==> config.mk <==
export PLATFORM = sky130hd
export DESIGN_NAME = bnn_mfcc_buf_flat
export DESIGN_NICKNAME = d
export VERILOG_FILES = /design/src/rtl/bnn_mfcc_buf_if.sv /design/src/rtl/bnn_mfcc_buf.sv /design/src/flat_wrapper.sv
export SDC_FILE = /design/constraint.sdc
export NUM_CORES = 1
export LEC_CHECK = 0
export CAP_MARGIN = 20
export CORE_AREA = 2 2 216 431
export CTS_CLUSTER_DIAMETER = 150
export DETAILED_ROUTE_END_ITERATION = 10
export DIE_AREA = 0 0 218 433
export SLEW_MARGIN = 15
export SYNTH_ARGS = -nofsm -noshare
export SYNTH_HDL_FRONTEND = slang
export SYNTH_SLANG_ARGS = --single-unit
export TNS_END_PERCENT = 50
==> constraint.sdc <==
create_clock -name pclk -period 4.2 [get_ports pclk]
set_input_delay 0.84 -clock pclk [delete_from_list [all_inputs] [get_ports pclk]]
set_output_delay 0.84 -clock pclk [all_outputs]
set_load 0.01 [all_outputs]
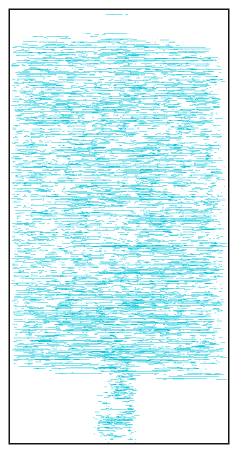
(met1 routing)
Drawn at 1 px/um.
The layer carries 37.9 mm of wire. The longest straight run is 87.9 um. 2,179 nets have wire on it. The wires run mostly horizontal.
via count: 19.9k
Final Routed Wirelength: 97,200 um

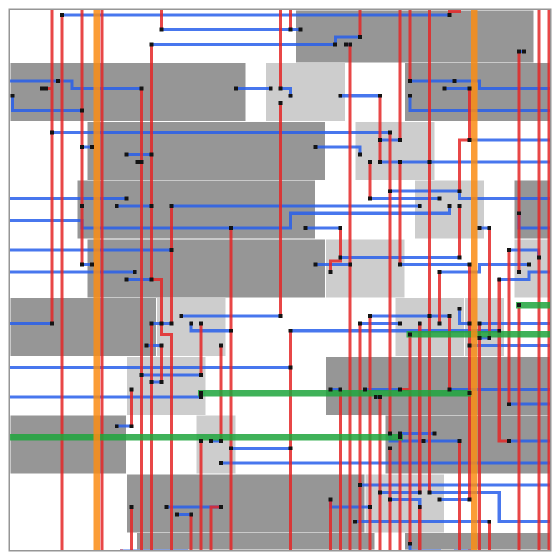
(layout detail)
Region (151, 312) to (176, 337) um. Cells in grey, sequential cells in the stronger grey; small squares are vias.
Key: M4 = orange; M1 = blue; M2 = red; M3 = green
20 logic cells have their middle in the window. Sequential cells in the window: 10. Most frequent: edfxtp_1 (10), mux2i_1 (5), a22o_1 (3).

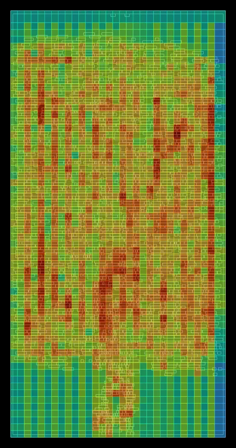
(congestion heat map)
post-DR wirelength/cell: 27.9 um
met1 GRT Util: 25.0%
busiest layer in global routing: met2

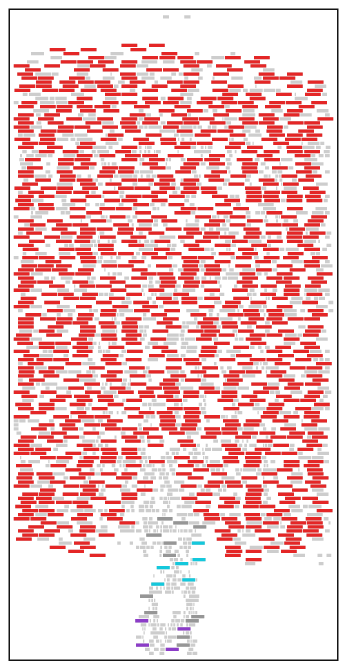
(register map, names as in the netlist)
Drawn at 1.5 px/um.
Key: `u_core.mem_r` = red [placed flops 1,024]; `u_core.frame_cnt` = purple [placed flops 4, where south]; `u_core.wptr_r` = cyan [placed flops 6, where south]
Seq. pwr: 11,500 uW
final core occ: 51.9%
Flop area: 0.0313 sq mm
fraction of area in registers: 66.2%

==> Changelog: implementation <==
### Metrics

- Outcome: finished clean
- P_clk: 8430 uW
- Cells in synth_stat.txt: 2,052
- FFs & Latches: 1,046
- Simple share: 2.12%
- Fraction of area in multi-input gates: 19.6%
- DRT Pass-1 Iters: 5
- Clock share of power: 41.6%
- RD Place Congestion: 0.742
- Crit path DAT: about 3.3 ns
- Pwr per Cell Area: 429 mW/mm^2
- Sw frac: 19.7%
- Startpoint type of the worst setup path: register
- WP depth: 6
- # diodes: 3
- Final clock-cell share: 6.29%
- Chip Height: 433 um
- RSZ-0062 raised after global routing: yes
- Cell Int Power: 16,300 uW
- Crit path cell chain: buf_12 > buf_16 > mux4_2 > mux2i_2 > o221ai_1 > clkdlybuf4s50_1
- CTS tree: done
- Synth Warn #: 0
- Gate Area: 0.00926 sq mm
- Most common cell in the netlist: edfxtp_1
- Post-route setup slack: 0.0779 ns
- Chip Area, Yosys: 0.0408 sq mm
- Slowest CP cell: mux4_2
- # resized after CTS: 15
- FP Rows: 157
- Peak supply drop: 0.368 mV
- Crit path time final: 4.12 ns
- Ports: approximately 79
- Logic power comb: between 300 and 400 uW
- DRC: 0
- Fmax: 0.243 GHz
- Cell area leaders: edfxtp_1 75%, mux2i_1 7.9%, mux4_2 7.1%, dfrtp_1 1.4%, a22o_1 1.1%
Power is estimated from default activity; no workload was simulated.
